Run 1, cells by drive strength:
Scale: 2 px per um.
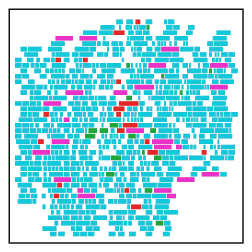
Run 1, cells coloured by class:
Scale: 4 px per um.
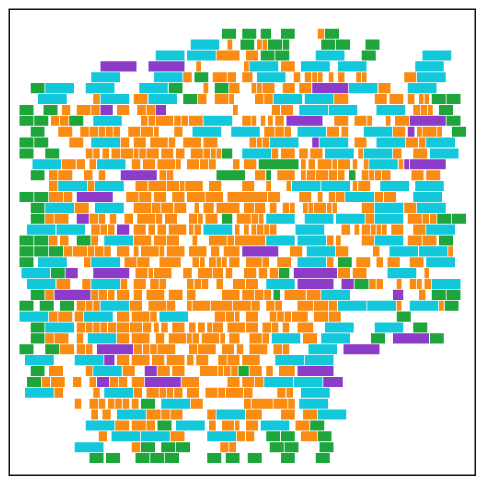
Run 1, the clock network:
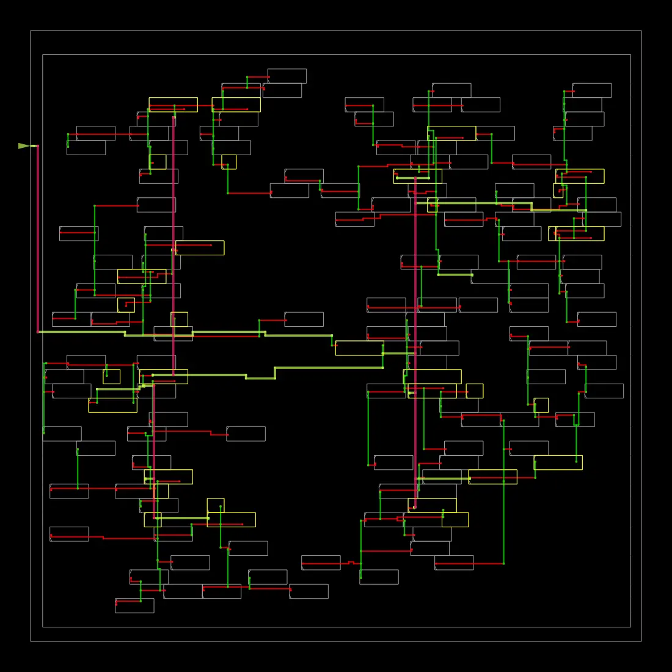
==> config.mk <==
export PLATFORM = sky130hd
export DESIGN_NAME = sp_minmax_reduce
export DESIGN_NICKNAME = d
export VERILOG_FILES = /design/src/rtl/sp_fp_pkg.sv /design/src/rtl/sp_fp_cmp.sv /design/src/rtl/sp_minmax_reduce.sv
export SDC_FILE = /design/constraint.sdc
export NUM_CORES = 1
export LEC_CHECK = 0
export CAP_MARGIN = 30
export CORE_MARGIN = 2
export CORE_UTILIZATION = 50
export DETAILED_ROUTE_END_ITERATION = 10
export PLACE_DENSITY = 0.83
export RECOVER_POWER = 100
export SLEW_MARGIN = 20
export SYNTH_ARGS = -nofsm -noshare
export SYNTH_HDL_FRONTEND = slang
export SYNTH_SLANG_ARGS = --single-unit
==> constraint.sdc <==
create_clock -name clk -period 6.25 [get_ports clk]
set_input_delay 1.875 -clock clk [delete_from_list [all_inputs] [get_ports clk]]
set_output_delay 1.875 -clock clk [all_outputs]
set_load 0.05 [all_outputs]
==> job_summary.md, run 1 <==
### Metrics collected by this job

| Metric | Value |
|---|---|
| Status | complete, but fails checks |
| Fin cells | 939 |
| CP Buf/Inv Count | 3 |
| Yosys stat cell total | 679 |
| Failing checks | capacitance limit, slew limit |
| IO Pins | 91 |
| Post-layout minimum cycle time | 5788 ps |
| Top delay family on crit path | AND-OR/OR-AND gates |
| Sum of routed wire segments on met1 | 6908 um |
| Routed len/inst | 17.36 um |
| Share of cells above drive strength 1 | 0.07912 |
| Comb gate area | 3672 um^2 |
| Final Max Tran Viols | 44 |
| RSZ-0062 raised after global routing | no |
| Largest area contributor in the netlist | dfxtp_1 |
| Xor/xnor share | 0.1018 |
| Main power group | the clock network |
| Nets@finish | 831 |
| TNS Setup | 0 ps |
| DR WL met2 | 8036 um |
| Post-CTS Setup Inserts | 0 |
| Worst setup SP type | input pin |
| Mux cell area share | 0.04779 |
| WP depth | 15 |
| Die height | 116.1 um |
| Comb pwr | 0.524 mW |
| Final worst-path cycle share | 0.9261 |
| Main logic family | simple AND/OR/NAND/NOR gates |
| Simple-gate share of the synthesized area | 0.1856 |
| Filler Cell Count | 962 |
| Die Size | 13480 um^2 |
| Non-clk invs | 8 |
| Top cells by count | dfxtp_1 (119), o21ai_0 (59), nand2_1 (46) |
| Placed Cells | 906 |
| Syn Area/Cell | 9.254 um^2 |
| Final Skew | 7.456 ps |
| PortBufs | 90 |
| Total CTS buffers | 17 |
| Hold path cells | 2 |
| Initial antenna violation count | 0 |
| Worst stage delay on the critical path | 550 ps |
| N_diodes | 0 |
| Max_cap viols | 1 |
| Rel. slew slack | -0.3192 |
| Vias | 5528 |
| Fin Hold WS | 445.7 ps |
| Post-synth area hogs | dfxtp_1 (38%), ha_1 (6.6%), xor2_1 (5.6%), a221o_1 (5.1%), o21ai_0 (4.7%) |
| M2 GR Usage | 0.4230 |
| Met3 Wirelength | 916 um |
## Picture notes: 'cells by drive strength'
_3 and _4 cells -> red  # cells 19, share 2.5%
_6 and larger -> magenta  # cells 24, share 3.1%
_0 and _1 cells -> cyan  # cells 710, share 92%
_2 cells -> green  # cells 18, share 2.3%
count of plain and timing-repair buffers: 100
Area Overhead vs Synth: 25.03%
design area: 7856 um^2
worst setup margin: 461.6 ps

## Picture notes: 'cells coloured by class'
sequential cells -> cyan  # cells 119, share of their area 31%
remaining buffers and delay cells -> green  # cells 100, share of their area 13%
clock drivers and dummy loads -> purple  # cells 32, share of their area 7.4%
combinational and other logic -> orange  # cells 520, share of their area 48%
sequential cell area share: 0.3032
num rows: 40

## Picture notes: 'the clock network'
flop count: 119
Insertion Delay late pin: 420 ps
clock sinks: 119
clock buf count: 19

--- run 2 (diff from run 1) ---
--- a/config.mk
+++ b/config.mk
@@ -9,9 +9,9 @@
 export CORE_MARGIN = 2
 export CORE_UTILIZATION = 50
 export DETAILED_ROUTE_END_ITERATION = 10
-export PLACE_DENSITY = 0.83
+export PLACE_DENSITY = 0.71
 export RECOVER_POWER = 100
-export SLEW_MARGIN = 20
+export SLEW_MARGIN = 25
 export SYNTH_ARGS = -nofsm -noshare
 export SYNTH_HDL_FRONTEND = slang
 export SYNTH_SLANG_ARGS = --single-unit
==> job_summary.md, run 2 <==
### Metrics collected by this job

| Metric | Value |
|---|---|
| Post-synth area hogs | dfxtp_1 (38%), ha_1 (6.6%), xor2_1 (5.6%), a221o_1 (5.1%), o21ai_0 (4.7%) (unchanged) |
| N_diodes | 0 (unchanged) |
| Fin Hold WS | 444.4 ps (was 445.7 ps) |
| Flop count | 119 (unchanged) |
| RSZ-0062 raised after global routing | no (unchanged) |
| Insertion Delay late pin | 420 ps (about the same) |
| Final Max Tran Viols | 44 (unchanged) |
| Final Skew | 10.35 ps (was 7.456 ps) |
| Failing checks | capacitance limit, slew limit (unchanged) |
| Clock sinks | 119 (unchanged) |
| Non-clk invs | 8 (unchanged) |
| Filler Cell Count | 1011 (was 962) |
| IO Pins | 91 (unchanged) |
| Max_cap viols | 1 (unchanged) |
| Largest area contributor in the netlist | dfxtp_1 (unchanged) |
| Main logic family | simple AND/OR/NAND/NOR gates (unchanged) |
| Comb pwr | 0.525 mW (was 0.524 mW) |
| Total CTS buffers | 17 (unchanged) |
| Simple-gate share of the synthesized area | 0.1856 (unchanged) |
| Initial antenna violation count | 0 (unchanged) |
| Status | complete, but fails checks (unchanged) |
| Die Size | 13480 um^2 (unchanged) |
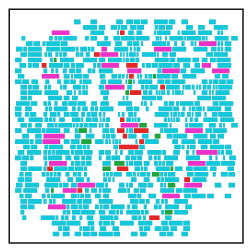
Run 2: cells by drive strength
Scale: 2 px per um.
_0 and _1 cells -> cyan  # cells 716, share 93%
_2 cells -> green  # cells 15, share 1.9%
_6 and larger -> magenta  # cells 24, share 3.1%
_3 and _4 cells -> red  # cells 18, share 2.3%
Area Overhead vs Synth: 25.59%
count of plain and timing-repair buffers: 102
worst setup margin: 552.4 ps
design area: 7891 um^2

No activity file was given, so power comes from the tool's default toggle rates.
